**src/rtl/wb_cmd_master.sv**
```systemverilog
// wb_cmd_master -- Wishbone classic-cycle master fed by a queued command stream.
//
// Commands (read/write, address, data) are buffered in a CMD_DEPTH-entry FIFO and
// executed one bus cycle at a time. Each finished cycle returns a response
// (read data or write-data echo, error flag) through a valid/ready channel.
// Responses come back strictly in command order.
//
// Optional feature macro: WB_CMD_MASTER_TIMEOUT_EN
//   When defined, a cycle that sees neither ack_i nor err_i for TIMEOUT_CYCLES
//   clocks is aborted and reported as an error with zero data. When undefined
//   no timeout counter exists and a cycle waits for the slave indefinitely.
//
// Ports:
//   clk_i, rst_i            clock (rising edge), asynchronous active-low reset
//   cmd_valid_i/cmd_ready_o command handshake; cmd_ready_o = FIFO not full
//   cmd_we_i/addr_i/data_i  command payload (data ignored for reads)
//   rsp_valid_o/rsp_ready_i response handshake
//   rsp_we_o/data_o/err_o   response payload
//   busy_o                  FIFO non-empty or a transaction in flight
//   cyc_o/stb_o/we_o/adr_o/dat_o, dat_i/ack_i/err_i   Wishbone master side
module wb_cmd_master #(
  parameter int ADDR_WIDTH     = 32,
  parameter int DATA_WIDTH     = 16,
  parameter int CMD_DEPTH      = 4,
  parameter int TIMEOUT_CYCLES = 256
) (
  input  logic                  clk_i,
  input  logic                  rst_i,
  input  logic                  cmd_valid_i,
  output logic                  cmd_ready_o,
  input  logic                  cmd_we_i,
  input  logic [ADDR_WIDTH-1:0] cmd_addr_i,
  input  logic [DATA_WIDTH-1:0] cmd_data_i,
  output logic                  rsp_valid_o,
  input  logic                  rsp_ready_i,
  output logic                  rsp_we_o,
  output logic [DATA_WIDTH-1:0] rsp_data_o,
  output logic                  rsp_err_o,
  output logic                  busy_o,
  output logic                  cyc_o,
  output logic                  stb_o,
  output logic                  we_o,
  output logic [ADDR_WIDTH-1:0] adr_o,
  output logic [DATA_WIDTH-1:0] dat_o,
  input  logic [DATA_WIDTH-1:0] dat_i,
  input  logic                  ack_i,
  input  logic                  err_i
);

  localparam int PTR_W = $clog2(CMD_DEPTH);
  localparam int CMD_W = 1 + ADDR_WIDTH + DATA_WIDTH;

  // Reject parameter values the FIFO pointers and timeout counter cannot support.
  if (CMD_DEPTH < 2 || (CMD_DEPTH & (CMD_DEPTH - 1)) != 0 || TIMEOUT_CYCLES < 2) begin : g_param_check
    $error("wb_cmd_master: CMD_DEPTH must be a power of 2 >= 2 and TIMEOUT_CYCLES >= 2");
  end

  typedef enum logic [1:0] {
    ST_IDLE = 2'd0,
    ST_REQ  = 2'd1,
    ST_RSP  = 2'd2
  } state_t;

  // Command FIFO storage and pointers; the extra pointer MSB tells full from empty.
  logic [CMD_W-1:0] fifo_mem [CMD_DEPTH];
  logic [PTR_W:0]   wr_ptr_r, rd_ptr_r;
  logic             empty_s, full_s, push_s, pop_s;
  logic [CMD_W-1:0] head_s;

  state_t                state_r, state_nxt_s;
  logic                  cyc_r, cyc_nxt_s;
  logic                  we_r, we_nxt_s;
  logic [ADDR_WIDTH-1:0] adr_r, adr_nxt_s;
  logic [DATA_WIDTH-1:0] dat_r, dat_nxt_s;
  logic                  rsp_valid_r, rsp_valid_nxt_s;
  logic                  rsp_we_r, rsp_we_nxt_s;
  logic [DATA_WIDTH-1:0] rsp_data_r, rsp_data_nxt_s;
  logic                  rsp_err_r, rsp_err_nxt_s;
  logic                  timeout_s;

  assign empty_s = (wr_ptr_r == rd_ptr_r);
  assign full_s  = (wr_ptr_r[PTR_W] != rd_ptr_r[PTR_W]) &&
                   (wr_ptr_r[PTR_W-1:0] == rd_ptr_r[PTR_W-1:0]);
  assign push_s  = cmd_valid_i && !full_s;
  assign head_s  = fifo_mem[rd_ptr_r[PTR_W-1:0]];

`ifdef WB_CMD_MASTER_TIMEOUT_EN
  localparam int TO_W = $clog2(TIMEOUT_CYCLES);
  logic [TO_W-1:0] to_cnt_r;

  // Cycles spent in REQ; held at zero elsewhere so it starts from 0 on every REQ entry.
  always_ff @(posedge clk_i or negedge rst_i) begin
    if (!rst_i) begin
      to_cnt_r <= '0;
    end else if (state_r == ST_REQ) begin
      to_cnt_r <= to_cnt_r + TO_W'(1);
    end else begin
      to_cnt_r <= '0;
    end
  end

  assign timeout_s = (state_r == ST_REQ) && (to_cnt_r == TO_W'(TIMEOUT_CYCLES - 1));
`else
  assign timeout_s = 1'b0;
`endif

  // FIFO write port; contents need no reset because the pointers define validity.
  always_ff @(posedge clk_i) begin
    if (push_s) begin
      fifo_mem[wr_ptr_r[PTR_W-1:0]] <= {cmd_we_i, cmd_addr_i, cmd_data_i};
    end
  end

  // FIFO pointers; a simultaneous push and pop leaves the occupancy unchanged.
  always_ff @(posedge clk_i or negedge rst_i) begin
    if (!rst_i) begin
      wr_ptr_r <= '0;
      rd_ptr_r <= '0;
    end else begin
      if (push_s) begin
        wr_ptr_r <= wr_ptr_r + {{PTR_W{1'b0}}, 1'b1};
      end
      if (pop_s) begin
        rd_ptr_r <= rd_ptr_r + {{PTR_W{1'b0}}, 1'b1};
      end
    end
  end

  // Next-state and next-output logic for the bus/response sequencer.
  always_comb begin
    state_nxt_s     = state_r;
    cyc_nxt_s       = cyc_r;
    we_nxt_s        = we_r;
    adr_nxt_s       = adr_r;
    dat_nxt_s       = dat_r;
    rsp_valid_nxt_s = rsp_valid_r;
    rsp_we_nxt_s    = rsp_we_r;
    rsp_data_nxt_s  = rsp_data_r;
    rsp_err_nxt_s   = rsp_err_r;
    pop_s           = 1'b0;
    case (state_r)
      ST_IDLE: begin
        if (!empty_s) begin
          pop_s       = 1'b1;
          state_nxt_s = ST_REQ;
          cyc_nxt_s   = 1'b1;
          we_nxt_s    = head_s[CMD_W-1];
          adr_nxt_s   = head_s[DATA_WIDTH +: ADDR_WIDTH];
          dat_nxt_s   = head_s[DATA_WIDTH-1:0];
        end else begin
          state_nxt_s = ST_IDLE;
        end
      end
      ST_REQ: begin
        if (ack_i || err_i || timeout_s) begin
          state_nxt_s     = ST_RSP;
          cyc_nxt_s       = 1'b0;
          we_nxt_s        = 1'b0;
          adr_nxt_s       = '0;
          dat_nxt_s       = '0;
          rsp_valid_nxt_s = 1'b1;
          rsp_we_nxt_s    = we_r;
          // A real slave answer (even on the timeout edge) beats the timeout;
          // err_i wins over ack_i but read data is still captured.
          if (ack_i || err_i) begin
            rsp_data_nxt_s = we_r ? dat_r : dat_i;
            rsp_err_nxt_s  = err_i;
          end else begin
            rsp_data_nxt_s = '0;
            rsp_err_nxt_s  = 1'b1;
          end
        end else begin
          state_nxt_s = ST_REQ;
        end
      end
      ST_RSP: begin
        if (rsp_ready_i) begin
          rsp_valid_nxt_s = 1'b0;
          state_nxt_s     = ST_IDLE;
        end else begin
          state_nxt_s = ST_RSP;
        end
      end
      default: begin
        state_nxt_s     = ST_IDLE;
        cyc_nxt_s       = 1'b0;
        we_nxt_s        = 1'b0;
        adr_nxt_s       = '0;
        dat_nxt_s       = '0;
        rsp_valid_nxt_s = 1'b0;
      end
    endcase
  end

  // Sequencer state and registered outputs; reset drops the bus at once.
  always_ff @(posedge clk_i or negedge rst_i) begin
    if (!rst_i) begin
      state_r     <= ST_IDLE;
      cyc_r       <= 1'b0;
      we_r        <= 1'b0;
      adr_r       <= '0;
      dat_r       <= '0;
      rsp_valid_r <= 1'b0;
      rsp_we_r    <= 1'b0;
      rsp_data_r  <= '0;
      rsp_err_r   <= 1'b0;
    end else begin
      state_r     <= state_nxt_s;
      cyc_r       <= cyc_nxt_s;
      we_r        <= we_nxt_s;
      adr_r       <= adr_nxt_s;
      dat_r       <= dat_nxt_s;
      rsp_valid_r <= rsp_valid_nxt_s;
      rsp_we_r    <= rsp_we_nxt_s;
      rsp_data_r  <= rsp_data_nxt_s;
      rsp_err_r   <= rsp_err_nxt_s;
    end
  end

  assign cmd_ready_o = !full_s;
  assign busy_o      = !empty_s || (state_r != ST_IDLE);
  assign cyc_o       = cyc_r;
  assign stb_o       = cyc_r;
  assign we_o        = we_r;
  assign adr_o       = adr_r;
  assign dat_o       = dat_r;
  assign rsp_valid_o = rsp_valid_r;
  assign rsp_we_o    = rsp_we_r;
  assign rsp_data_o  = rsp_data_r;
  assign rsp_err_o   = rsp_err_r;

endmodule

```
**config.mk**
```make
export PLATFORM = sky130hd
export DESIGN_NAME = wb_cmd_master
export DESIGN_NICKNAME = d
export VERILOG_FILES = /design/src/rtl/wb_cmd_master.sv
export SDC_FILE = /design/constraint.sdc
export NUM_CORES = 1
export LEC_CHECK = 0
export ABC_AREA = 1
export CORE_MARGIN = 10
export CORE_UTILIZATION = 45
export CTS_CLUSTER_DIAMETER = 150
export DETAILED_ROUTE_END_ITERATION = 16
export GPL_TIMING_DRIVEN = 0
export HOLD_SLACK_MARGIN = 0.02
export MAX_ROUTING_LAYER = met4
export PLACE_DENSITY = 0.71
export SLEW_MARGIN = 20
export SYNTH_ARGS = -nofsm -noshare
export SYNTH_HDL_FRONTEND = slang
export SYNTH_SLANG_ARGS = --single-unit
export TNS_END_PERCENT = 1
```
**constraint.sdc**
```tcl
create_clock -name clk_i -period 9.3 [get_ports clk_i]
set_input_delay 0.93 -clock clk_i [delete_from_list [all_inputs] [get_ports clk_i]]
set_output_delay 0.93 -clock clk_i [all_outputs]
set_load 0.01 [all_outputs]
```
cell_classes.png
The bar under the picture is 50 um long.
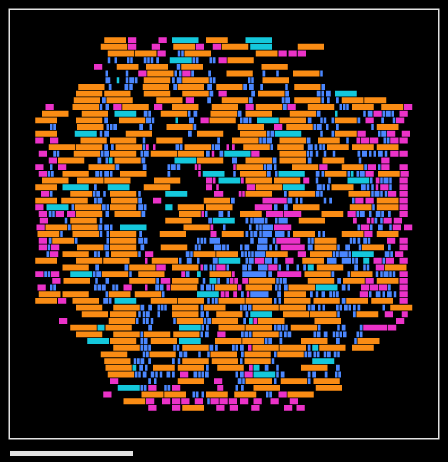
colour	class	cells	share of their area
magenta	other buffers and delay cells	201	14%
blue	all other logic	582	20%
orange	flip-flops	273	59%
cyan	clock drivers and dummy loads	50	7.5%
final instance area: 13800 sq um
Layout Utilization: 0.588
flop share of the area: 0.568
num rows: 56

final_congestion.png
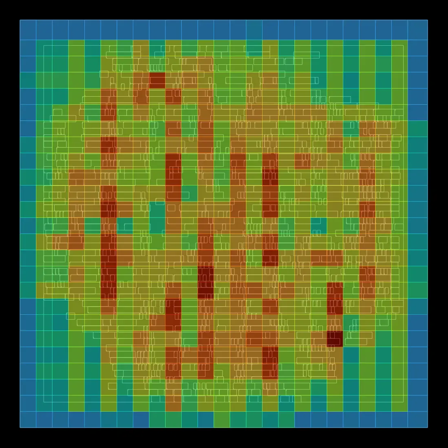
All-Layer GR Usage: 0.176
busiest grt layer: met2

==> flow_summary.yaml <==
# physical design summary
logic_synthesis:
  top_cell: "nand2_1"
  top_area_frac: 0.551
  topCombFamilyByArea: "simple AND/OR/NAND/NOR gates"
  ys_cells: 905
  simple_gate_area_frac: 0.160
  ys_sh_xor: 0.00422
  ys_warn_count: 0
  async_reset_ff_frac: 0.282
  common_cells: "nand2_1 (275), edfxtp_1 (196), nor2_1 (104)"
  yosysSeqAreaShare: 0.731
  area_leaders: "edfxtp_1 (55%), dfrtp_1 (18%), nand2_1 (9.7%)"
  edf_count: 196
  syn_inst: 905
  ys_sh_aoi: 0.0674
  syn_avg_cell_area_sq_um: 11.8
  ys_area_sq_um: 10700
  ys_sh_adder: 0.00585
  ys_types: 30
  syn_nets: 981
  muxShareOfSynthArea: 0
  ys_ff: 273
  top_area_cell: "edfxtp_1"
critical_path:
  crit_type: "register to output pin"
  slowest_stage: "clkdlybuf4s50_1"
  worstRegToRegCells: 9
  r2r_end: "fifo_mem[3][4]"
  path_max_fanout: 10
  r2r-start: "rd_ptr_r[0]"
  critPathLaunchType: "register"
  path_cells: "buf_6 > inv_4 > nand2_1 > nand2_2 > nand4_4 > buf_2 > clkdlybuf4s50_1"
  arrival_ns: 2.43
  critical_path.startpoint: "rd_ptr_r[0]"
  critPathCaptureType: "output pin"
place:
  dpl_cell_area_sq_um: 12800
  place_inst: 1375
  place_hpwl_mm: 17.7
  gp_congestion: 0.808
  io_buffers: 142
  dp_slack_ns: 6.25
clock_network:
  cts_setup_buffers: 0
  cts_buffers: 27
  clock_path_buffers: 3
  hold_buffers: 0
  htree_levels: 1
  clock-sinks: 273
  post_cts_resize_count: 0
  clock-root-buffer: "clkbuf_16"
global_route:
  grt_overflow_total: 0
  grt_max_degree: 40
  antenna_found_initial: 2
  use_met3: 0.0336
  met1_usage: 0.225
  grt_pass1_wl_mm: 41.6
  grt_pass1_vias: 7394
  grt_use_met2: 0.284
routing:
  wl_met1_mm: 11.5
  maxUsedRoutingLayer: "met4"
  initialDrtViolationCount: 534
  drt_wl_total_mm: 26.6
  ant_nets: 0
  via_count: 7337
  dr_wl_met2_mm: 12.8
  drc: 0
  drt_first_pass_iters: 5
  wire_per_inst_um: 18.6
outcome:
  status: "complete, no violations"
timing:
  fin_crit_ns: 3.36
  fin_ws_ns: 5.94
  rsz0062_at_grt: "false"
  finalClockPeriodUsage: 0.362
  finalHoldViolCount: 0
  fin_setup_tns_ns: 0
  tightestPinTransition_ns: 0.680
  setup_violations: 0
  clock.fmax_mhz: 297
floorplanning:
  core_sq_um: 23400
  die_h_um: 174
  die_w_um: 174
  pin_count: 143
  dieArea_sq_um: 30300
  fp_util: 0.457
power:
  powerDensity_nw_per_um2: 347
  cellLeakagePower_nw: 5.34
  internal_power_w: 0.00308
  pwr-share-seq: 0.374
  pwr-share-comb: 0.374
  swShare: 0.354
  power-top-group: "combinational logic"
  p_switching_w: 0.00169
  report.power.total_w: 0.00477
  combinationalPower_w: 0.00179
cells_and_area:
  syn2layout_area_growth_pct: 28.8
  drive_gt1_frac: 0.0904
  stdcell_count: 1427
hold_path:
  hold_class: "input pin to asynchronous set/reset pin"
flow_run:
  warnings: 29
  cap_violations: 0
registers.png
Other sequential cells in the stronger grey, the rest of the logic in the fainter grey.
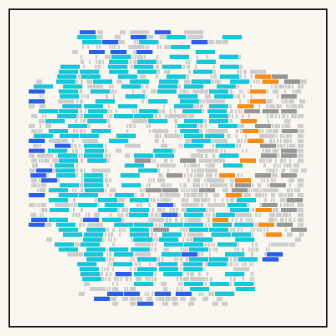
colour	name in the netlist	placed flops
blue	`adr_o`	32
cyan	`fifo_mem`	196
orange	`dat_o`	16
not coloured	29
seq pwr: 0.00178 W
register area: 7810 sq um

clock_map.png
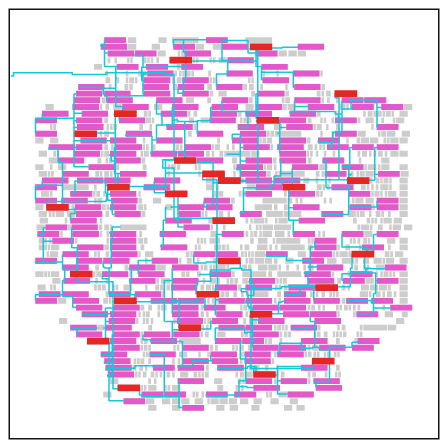
[magenta] flip-flops | count: 273
[red] cells driving clock nets | count: 27
[cyan] clock wires | length: 2970 um
flops lie	widely spread
routed clock nets	28
clock skew: 0.00857 ns
Clk. pwr: 0.00120 W
Clk pwr share: 0.252
Worst-Skew Late Latency: 0.53 ns

-- worst max-delay path: cells and delay by family (launching register included) --
kind	cells	cell delay, ns
buf+inv	4	1.07
flops	1	0.42
simple gates	3	0.41
-- flip-flops by register name, indices dropped and copies added, names as in the netlist --
signal and flops:
adr_o 32, cyc_o 1, dat_o 16, fifo_mem 196, rd_ptr_r 3, rsp_data_o 16
rsp_err_o 1, rsp_valid_o 1, rsp_we_o 1, state_r 2, we_o 1, wr_ptr_r 3
-- cells in the final DEF, fill, tap and decap left out, types with 5 or more instances in the layout --
| master | netlist | layout |
|---|---|---|
| dfrtp_1 | 77 | 77 |
| nor2_4 | 2 | 6 |
| nor2_1 | 104 | 100 |
| inv_1 | 10 | 10 |
| edfxtp_1 | 196 | 196 |
| ha_1 | 5 | 5 |
| nand2_1 | 275 | 275 |
| buf_6 | 6 | 6 |
| bufinv_16 | 0 | 7 |
| a31oi_1 | 16 | 16 |
| nand3_1 | 38 | 38 |
| clkbuf_1 | 22 | 23 |
| buf_2 | 15 | 15 |
| o21ai_0 | 66 | 66 |
| clkdlybuf4s50_1 | 0 | 141 |
| o22ai_1 | 32 | 32 |
| buf_4 | 6 | 7 |
| clkbuf_16 | 0 | 28 |
| a21oi_1 | 18 | 18 |
| buf_16 | 0 | 5 |
-- stage by stage --
step	utilization	hold slack (ns)
after floorplan	-	0.503
after global placement	0.534	0.455
after detailed placement	0.545	0.462
after CTS	0.588	0.401
after global routing	0.588	0.425
final	0.588	0.385
-- final cells by class --
type | instances | area, sq um
timing repair buffer | 151 | 1640
tap | 319 | 399
fill | 1886 | 9640
antenna | 2 | 5.00
buffer | 50 | 274
inverter | 15 | 61.3
multi-input combinational | 567 | 2570
clock buffer | 29 | 704
sequential | 273 | 7810
clock inverter | 21 | 298
Power figures rest on the tool's default switching activity, not on a simulated workload.
